File: src/rtl/demux_stream_1xn_if.sv
// Stream bundle for the 1-to-N demultiplexer: one producer-side input stream
// plus N consumer channels packed side by side.
interface demux_stream_1xn_if #(
    parameter int DATA_W = 8,
    parameter int N_OUT  = 8,
    parameter int SEL_W  = 3
);
    logic                    in_valid;
    logic                    in_ready;
    logic [DATA_W-1:0]       in_data;
    logic [SEL_W-1:0]        in_sel;
    logic                    in_last;
    logic [N_OUT-1:0]        out_valid;
    logic [N_OUT-1:0]        out_ready;
    logic [N_OUT*DATA_W-1:0] out_data;

    // master: the environment (producer + consumers); slave: the demux itself
    modport master (
        output in_valid, in_data, in_sel, in_last, out_ready,
        input  in_ready, out_valid, out_data
    );
    modport slave (
        input  in_valid, in_data, in_sel, in_last, out_ready,
        output in_ready, out_valid, out_data
    );
endinterface

File: src/rtl/demux_stream_1xn.sv
// Registered 1-to-N stream demux with a one-entry holding register per channel,
// optional packet lock, and a saturating counter of discarded beats.
module demux_stream_1xn #(
    parameter int DATA_W   = 8,
    parameter int N_OUT    = 8,
    parameter int SEL_W    = 3,
    parameter int PKT_MODE = 1,
    parameter int CNT_W    = 8
) (
    input  logic                 clk,
    input  logic                 rst,
    demux_stream_1xn_if.slave    bus,
    output logic [CNT_W-1:0]     drop_cnt,
    output logic                 busy
);
    typedef enum logic [1:0] {
        ST_IDLE   = 2'd0,
        ST_LOCKED = 2'd1,
        ST_DROP   = 2'd2
    } state_t;

    // One extra bit so N_OUT == 2**SEL_W is still representable
    localparam logic [SEL_W:0] N_OUT_L = (SEL_W+1)'(N_OUT);

    state_t                r_state;
    state_t                w_state_next;
    logic [SEL_W-1:0]      r_locked_sel;
    logic [SEL_W-1:0]      w_locked_sel_next;
    logic [N_OUT-1:0]      r_valid;
    logic [DATA_W-1:0]     r_data [N_OUT];
    logic [CNT_W-1:0]      r_drop_cnt;

    logic [SEL_W-1:0]      w_tgt;
    logic                  w_tgt_ok;
    logic [N_OUT-1:0]      w_hit;
    logic [N_OUT-1:0]      w_slot_free;
    logic [N_OUT-1:0]      w_push;
    logic                  w_accept;
    logic                  w_drop;
    logic [N_OUT*DATA_W-1:0] w_out_data;

    assign w_tgt    = (r_state == ST_LOCKED) ? r_locked_sel : bus.in_sel;
    assign w_tgt_ok = (r_state != ST_DROP) && ({1'b0, w_tgt} < N_OUT_L);

    genvar gi;
    generate
        for (gi = 0; gi < N_OUT; gi++) begin : g_chan
            assign w_hit[gi]       = w_tgt_ok && (w_tgt == SEL_W'(gi));
            // A full slot still accepts when it is being drained this cycle
            assign w_slot_free[gi] = ~r_valid[gi] | bus.out_ready[gi];
            assign w_push[gi]      = w_accept & w_hit[gi];
        end
    endgenerate

    assign bus.in_ready = w_tgt_ok ? |(w_hit & w_slot_free) : 1'b1;
    assign w_accept     = bus.in_valid & bus.in_ready;
    assign w_drop       = w_accept & ~w_tgt_ok;

    always_ff @(posedge clk) begin
        if (rst) begin
            r_valid <= '0;
            for (int k = 0; k < N_OUT; k++) begin
                r_data[k] <= '0;
            end
        end else begin
            for (int k = 0; k < N_OUT; k++) begin
                if (w_push[k]) begin
                    r_valid[k] <= 1'b1;
                    r_data[k]  <= bus.in_data;
                end else if (bus.out_ready[k]) begin
                    r_valid[k] <= 1'b0;
                    r_data[k]  <= '0;
                end
            end
        end
    end

    always_comb begin
        w_out_data = '0;
        for (int k = 0; k < N_OUT; k++) begin
            w_out_data[k*DATA_W +: DATA_W] = r_data[k];
        end
    end

    assign bus.out_data  = w_out_data;
    assign bus.out_valid = r_valid;

    always_ff @(posedge clk) begin
        if (rst) begin
            r_drop_cnt <= '0;
        end else if (w_drop && (r_drop_cnt != {CNT_W{1'b1}})) begin
            r_drop_cnt <= r_drop_cnt + 1'b1;
        end
    end

    assign drop_cnt = r_drop_cnt;

    always_ff @(posedge clk) begin
        if (rst) begin
            r_state      <= ST_IDLE;
            r_locked_sel <= '0;
        end else begin
            r_state      <= w_state_next;
            r_locked_sel <= w_locked_sel_next;
        end
    end

    always_comb begin
        w_state_next      = r_state;
        w_locked_sel_next = r_locked_sel;
        if ((PKT_MODE != 0) && w_accept) begin
            case (r_state)
                ST_IDLE: begin
                    // Single-beat packets never leave IDLE
                    if (!bus.in_last) begin
                        if (w_tgt_ok) begin
                            w_state_next      = ST_LOCKED;
                            w_locked_sel_next = bus.in_sel;
                        end else begin
                            w_state_next = ST_DROP;
                        end
                    end
                end
                ST_LOCKED, ST_DROP: begin
                    if (bus.in_last) begin
                        w_state_next = ST_IDLE;
                    end
                end
                default: w_state_next = ST_IDLE;
            endcase
        end
    end

    assign busy = (r_state != ST_IDLE);

endmodule

File: src/flat_wrapper.sv
// flat-port wrapper written by rule: the top's interface ports become plain ports
module demux_stream_1xn_flat 
#(
    parameter int DATA_W   = 8,
    parameter int N_OUT    = 8,
    parameter int SEL_W    = 3,
    parameter int PKT_MODE = 1,
    parameter int CNT_W    = 8
)
  (clk, rst, drop_cnt, busy, bus_in_valid, bus_in_data, bus_in_sel, bus_in_last, bus_out_ready, bus_in_ready, bus_out_valid, bus_out_data);
  demux_stream_1xn_if #(.DATA_W(DATA_W), .N_OUT(N_OUT), .SEL_W(SEL_W)) bus_i ();
  input  logic clk;
  input  logic rst;
  output logic [CNT_W-1:0] drop_cnt;
  output logic busy;
  input wire logic [$bits(bus_i.in_valid)-1:0] bus_in_valid;
  input wire logic [$bits(bus_i.in_data)-1:0] bus_in_data;
  input wire logic [$bits(bus_i.in_sel)-1:0] bus_in_sel;
  input wire logic [$bits(bus_i.in_last)-1:0] bus_in_last;
  input wire logic [$bits(bus_i.out_ready)-1:0] bus_out_ready;
  output wire logic [$bits(bus_i.in_ready)-1:0] bus_in_ready;
  output wire logic [$bits(bus_i.out_valid)-1:0] bus_out_valid;
  output wire logic [$bits(bus_i.out_data)-1:0] bus_out_data;
  assign bus_i.in_valid = bus_in_valid;
  assign bus_i.in_data = bus_in_data;
  assign bus_i.in_sel = bus_in_sel;
  assign bus_i.in_last = bus_in_last;
  assign bus_i.out_ready = bus_out_ready;
  assign bus_in_ready = bus_i.in_ready;
  assign bus_out_valid = bus_i.out_valid;
  assign bus_out_data = bus_i.out_data;
  demux_stream_1xn #(.DATA_W(DATA_W), .N_OUT(N_OUT), .SEL_W(SEL_W), .PKT_MODE(PKT_MODE), .CNT_W(CNT_W)) u_core (.clk(clk), .rst(rst), .bus(bus_i), .drop_cnt(drop_cnt), .busy(busy));
endmodule
File: config.mk
export PLATFORM = sky130hd
export DESIGN_NAME = demux_stream_1xn_flat
export DESIGN_NICKNAME = d
export VERILOG_FILES = /design/src/rtl/demux_stream_1xn_if.sv /design/src/rtl/demux_stream_1xn.sv /design/src/flat_wrapper.sv
export SDC_FILE = /design/constraint.sdc
export NUM_CORES = 1
export LEC_CHECK = 0
export CAP_MARGIN = 30
export CORE_MARGIN = 5
export CORE_UTILIZATION = 40
export CTS_CLUSTER_DIAMETER = 50
export DETAILED_ROUTE_END_ITERATION = 10
export PLACE_DENSITY_LB_ADDON = 0.15
export SETUP_SLACK_MARGIN = 0.1
export SYNTH_ARGS = -nofsm -noshare
export SYNTH_HDL_FRONTEND = slang
export SYNTH_SLANG_ARGS = --single-unit
File: constraint.sdc
create_clock -name clk -period 3.1 [get_ports clk]
set_input_delay 0.62 -clock clk [delete_from_list [all_inputs] [get_ports clk]]
set_output_delay 0.62 -clock clk [all_outputs]
set_load 0.01 [all_outputs]
==> commit_impl_results.txt, run 1 <==
Update PnR metrics after Yosys + OpenROAD run

- Final setup fails: 0
- Counting endpoints that fail hold in the final report gives 0.
- In this run the static leakage power is 1.90 nW.
- The commonest register cell is sky130_fd_sc_hd__edfxtp_1.
- Vias/cell: 5.06
- Antenna violations before repair: 0
- Area growth from synthesis to layout: 42.7%
- Slew at the pin with the worst max-slew slack: 782 ps
- A synthesized cell averages 11.7 sq um.
- The required time at the worst endpoint is listed as 2480 ps.
- Multiplexer area fraction after synthesis: 2.16%
* R2r endpoint: u_core.r_data[1][19]
- Chip Area, Yosys: 3660 sq um
- Outcome: complete, no violations
- Class of the tightest hold or removal check: flip-flop to flip-flop
- Internal power consumption: 0.00197 W
* MaxCap Viol Count: 0
* Synth Area in Simple Gates: 19.6%
- End point of the most critical hold path: u_core.r_state[1]
* Most common logic cell in the routed design: sky130_fd_sc_hd__clkdlybuf4s50_1
* Worst hold path cell count: 2
* Number of fillers in the final layout: 725
* Pre-Place Util: 41.5%
-- run 1: critical path: stages --
cell	delay, ps
sky130_fd_sc_hd__clkdlybuf4s50_1	420
sky130_fd_sc_hd__mux2_4	310
sky130_fd_sc_hd__mux2i_4	200
sky130_fd_sc_hd__o221ai_4	120
sky130_fd_sc_hd__or3_1	390
sky130_fd_sc_hd__clkdlybuf4s15_1	250
-- run 1: cells in the mapped netlist, drive strengths merged, types with 3 or more instances --
cell / instances / area share (%)
o311ai: 4 / 1.6
inv: 6 / 0.62
edfxtp: 64 / 53
nand3: 6 / 0.82
buf: 11 / 1.4
a21oi: 10 / 1.5
and3b: 3 / 0.72
nor2: 66 / 6.8
clkbuf: 8 / 0.82
nor3: 26 / 3.6
xor2: 4 / 0.96
o211ai: 3 / 0.75
dfxtp: 21 / 11
o21ai: 10 / 1.4
nand2: 10 / 1.0
o21a: 5 / 1.0
nand2b: 25 / 4.3
mux2i: 6 / 1.7
ha: 4 / 1.4
-- run 1: logic make-up (layout without fill, tap and decap cells) --
kind of cell | Yosys count | after routing
flip-flops | 85 | 85
AND/OR/NAND/NOR | 147 | 147
multiplexers | 7 | 7
adder cells (fa/ha/maj) | 4 | 4
AND-OR/OR-AND | 39 | 39
buffers and inverters | 25 | 150
XOR/XNOR | 5 | 5
-- run 1: layer usage --
metal	part of all wire [%]	up-vias
met5	0	-
met4	1.2	0
met3	6.7	14
met2	49	87
met1	43	1314
li1	-	1345
-- run 1: power groups by stage --
stage | clock (W) | sequential [W] | combinational, W
finish | 0.000892 | 0.00131 | 0.000437
global route | 0.000958 | 0.00131 | 0.000470
CTS | 0.000909 | 0.00131 | 0.000439
detailed placement | 0 | 0.00133 | 0.000429
global placement | 0 | 0.00133 | 0.000422
floorplan | 0 | 0.00136 | 0.000169
-- run 1: state kept, by name, summed over array words and instances, names as in the netlist --
signal                count
u_core.r_state            2
u_core.drop_cnt           8
u_core.r_data            64
u_core.bus.out_valid      8
u_core.r_locked_sel       3
-- run 1: stage by stage --
| step | hold WS [ps] | instances | util, % | setup slack (ps) |
|---|---|---|---|---|
| 2_1_floorplan | 466 | 312 | - | 357 |
| 3_3_place_gp | 482 | 529 | 56.0 | -154 |
| 3_5_place_dp | 497 | 529 | 56.0 | -215 |
| 4_1_cts | 507 | 545 | 59.2 | 110 |
| 5_1_grt | 524 | 545 | 59.3 | 111 |
| 6_report | 503 | 545 | 59.3 | 173 |
-- run 1: cell type report --
class                      instances  share of cell area (%)
clock buffer                       9                    2.37
clock inverter                     7                    2.01
multi-input combinational        202                    24.2
timing repair buffer             128                    23.4
tap                              108                    2.59
inverter                           6                   0.432
sequential                        85                    44.9
-- run 1: worst max path at each step --
stage                      startpoint                   to  slack [ps]  depth (start not counted)
global placement        bus_in_sel[0]         bus_in_ready        -150                          6
CTS                 u_core.r_state[1]         bus_in_ready         110                          7
global route            bus_in_sel[2]         bus_in_ready         110                          6
detailed placement      bus_in_sel[1]         bus_in_ready        -220                          6
floorplan           u_core.r_state[1]  u_core.r_data[0][0]         360                          8
finish                  bus_in_sel[2]         bus_in_ready         170                          6
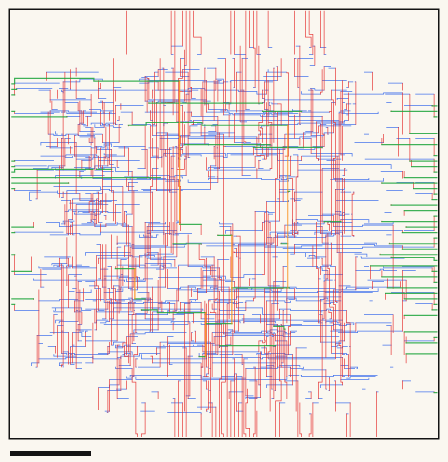
*Wiring by layer, run 1*
Scale bar: 20 um.
[blue] M1 | wire length: 4020 um
[green] M3 | wire length: 628 um
[red] M2 | wire length: 4580 um
[orange] M4 | wire length: 116 um

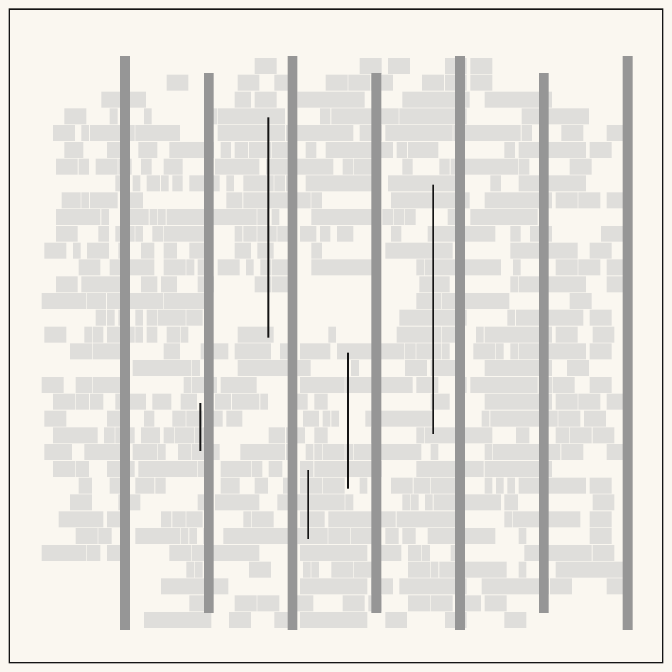
*Signal wires on met4, run 1*
Supply wires on this layer in gray.
longest straight run: 40.1 um
nets with wire on the layer: 3
Post-Route WL: 9340 um
total number of vias: 2760

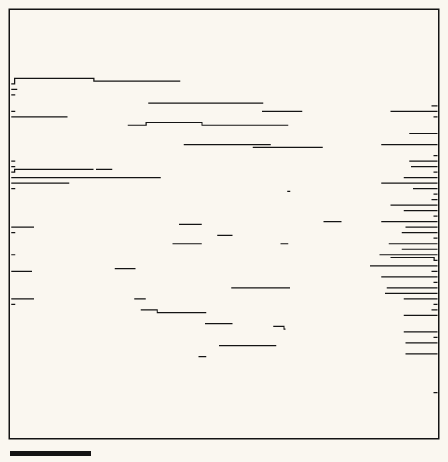
*The metal 3 layer, run 1*
Scale bar: 20 um.
longest straight run: 36.6 um
main direction: horizontal
wire length on this layer: 628 um
share of all routed wire: 6.7%
nets with wire on the layer: 68
GR Layer Usage met3: 4.46%

--- run 2 (diff from run 1) ---
--- a/config.mk
+++ b/config.mk
@@ -5,6 +5,7 @@
 export SDC_FILE = /design/constraint.sdc
 export NUM_CORES = 1
 export LEC_CHECK = 0
+export ABC_AREA = 0
 export CAP_MARGIN = 30
 export CORE_MARGIN = 5
 export CORE_UTILIZATION = 40
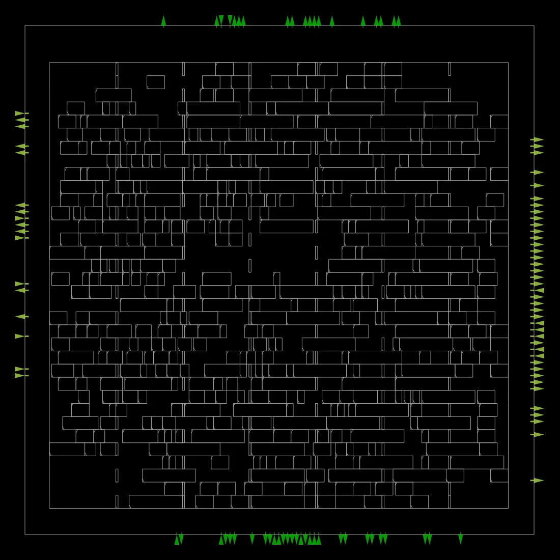
*Placement view, run 2*
core region area: 8810 sq um
core occupancy in the finished layout: 59.3%

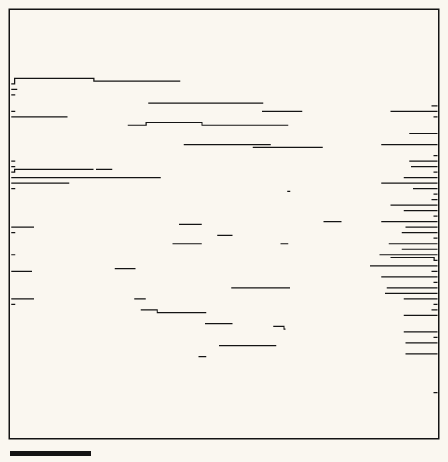
*The metal 3 layer, run 2*
Scale bar: 20 um.
main direction: horizontal
longest straight run: 36.6 um
share of all routed wire: 6.7%
wire length on this layer: 628 um
nets with wire on the layer: 68

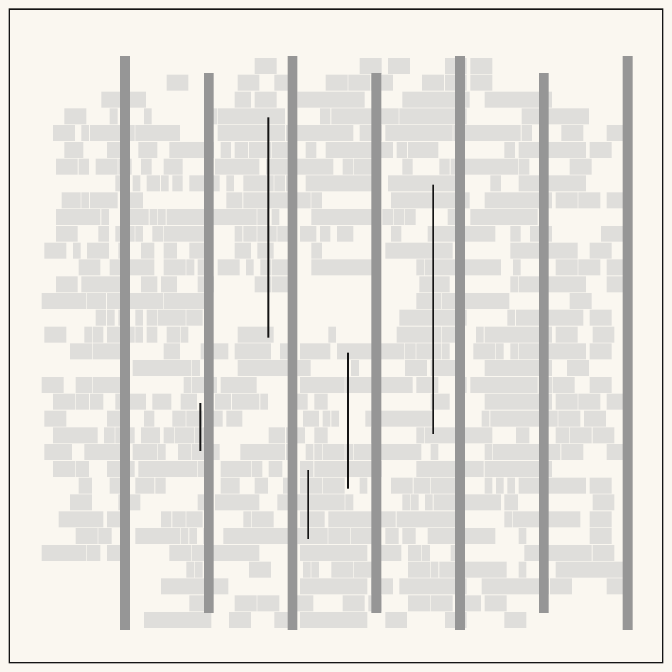
*Signal wires on met4, run 2*
Supply wires on this layer in gray.
nets with wire on the layer: 3
main direction: vertical
share of all routed wire: 1.2%
wire length on this layer: 116 um
longest straight run: 40.1 um

==> run 2 against run 1 <==
Die size unchanged. Largest cell class unchanged. Critical endpoint unchanged. Non-clock buffer count unchanged. Worst setup slack unchanged. Utilization stayed put. Clock power is essentially flat. Synthesized cell count stayed put. Critical path type unchanged. Flip-flop count unchanged.
==> commit_impl_results.txt, run 2 <==
Update PnR metrics after Yosys + OpenROAD run

- Outcome: complete, no violations
* Register bank with the most flops: u_core.r_data
- The hold violation count in the final report is 0 (unchanged).
- Startpoint-to-endpoint class of the critical path: primary input to output pin
- The worst-case setup margin in the final layout is 173 ps (unchanged).
- sky130_fd_sc_hd__edfxtp_1 takes more of the synthesized area than any other cell.
- Class of the tightest hold or removal check: flip-flop to flip-flop
- MaxCap Viol Count: 0 (unchanged)
- Total grt overflow: 0
* Final cell count without fillers: 545 (unchanged)
- Post-Route WL: 9340 um (unchanged)
- Setup repair after global routing left no endpoint under its margin.
- Per the synth stats, the flop cell with the highest instance count is sky130_fd_sc_hd__edfxtp_1.
* Top cells by instance count after synthesis: sky130_fd_sc_hd__nor2_1 (66), sky130_fd_sc_hd__edfxtp_1 (64), sky130_fd_sc_hd__nor3_1 (26)
- The via-per-instance ratio came to 5.06 (unchanged).
- In this run the cell area of the synthesized design comes to 3660 sq um.
- Most instantiated library cell after synthesis: sky130_fd_sc_hd__nor2_1
- Top cell type's share of synthesized area: 52.5% (unchanged)
- Mean cell area of the mapped netlist: 11.7 sq um (unchanged)
- Kind of capture point of the worst setup path: output pin
* Most common logic cell in the routed design: sky130_fd_sc_hd__clkdlybuf4s50_1
- The area reported by Yosys stat is 3660 sq um (unchanged).
- After synthesis, the cell types taking the most area are sky130_fd_sc_hd__edfxtp_1 (53%), sky130_fd_sc_hd__dfxtp_1 (11%), sky130_fd_sc_hd__nor2_1 (6.8%), sky130_fd_sc_hd__nand2b_1 (4.3%), sky130_fd_sc_hd__nor3_1 (3.6%).
- Total number of vias: 2760 (unchanged)
* Required time of the worst setup path: 2480 ps (about the same)
- Leakage power: 1.90 nW (unchanged)
- Traced cell by cell, the critical path runs through clkdlybuf4s50_1, mux2_4, mux2i_4, o221ai_4, or3_1, clkdlybuf4s15_1.
* Slew at the pin with the worst max-slew slack: 782 ps (unchanged)
- Final setup fails: 0 (unchanged)
- The number of flip-flops in the largest register was 64 (unchanged).
- Pre-Place Util: 41.5% (unchanged)
- Max Root-Sink Buffers: 2
- The worst path uses 94.4% of the clock period.
- Slowest CP cell: sky130_fd_sc_hd__clkdlybuf4s50_1
- The number of antenna violations at the first check in global routing came to 0 (unchanged).
- The worst-case setup slack after placement was -215 ps (unchanged).
## run 2: cell counts after synthesis
No cell type changed its count.
## run 2: per-stage QoR
step	hold slack, ps	util (%)	TNS [ps]
final	503	59.3	0
after global placement	482	56.0	-154
after floorplan	466	-	0
after global routing	524	59.3	0
after detailed placement	497	56.0	-215
after CTS	507	59.2	0
## run 2: kinds of logic after synthesis
kind of cell	share of synthesized area [%]
XOR/XNOR	1.20
multiplexers	2.16
flip-flops	64.0
AND/OR/NAND/NOR	19.6
adder cells (fa/ha/maj)	1.37
buffers and inverters	2.84
AND-OR/OR-AND	8.79
## run 2: power breakdown
group,leakage (nW),switching (W),total [W],internal [W]
clock network,0.112,0.000426,0.000892,0.000466
logic,0.902,0.000223,0.000437,0.000214
registers,0.883,0.0000217,0.00131,0.00129
total,1.90,0.000670,0.00264,0.00197
## run 2: final timing paths
check | endpoint | start | cells after the start | slack [ps]
worst max-delay path | bus_in_ready | bus_in_sel[2] | 6 | 170
worst min register to register | u_core.r_state[1] | u_core.r_state[1] | 2 | 500
worst min-delay path | u_core.r_state[1] | u_core.r_state[1] | 2 | 500
worst max register to register | u_core.r_data[1][19] | u_core.r_state[1] | 10 | 470
## run 2: layer usage
layer / GRT usage [%] / vias up / wire length, um
met2: 28.4 / 87 / 4580
met3: 4.46 / 14 / 627
met4: 5.09 / 0 / 115
li1: - / 1345 / -
met1: 21.8 / 1314 / 4020
met5: 0 / - / 0
## run 2: layout make-up
class / instances / area (sq um) / share of cell area, %
Clock inverter: 7 / 105 / 2.01
Multi-Input combinational cell: 202 / 1260 / 24.2
Clock buffer: 9 / 124 / 2.37
Sequential cell: 85 / 2340 / 44.9
Tap cell: 108 / 135 / 2.59
Inverter: 6 / 22.5 / 0.432
Timing Repair Buffer: 128 / 1220 / 23.4
## run 2: timing repair
item,4_1_cts,5_1_grt
pin swaps,0,1
buffers inserted,0,0
gates cloned,0,0
gates resized,13,7
setup endpoints to repair,1,1
hold buffers,0,0
## run 2: critical path: cells and delay by family
family                 cells  cell delay, ps
buffers and inverters      2             670
muxes                      2             510
AOI/OAI and AO/OA          1             120
and+or+nand+nor            1             390
No activity file was given, so power comes from the tool's default toggle rates.
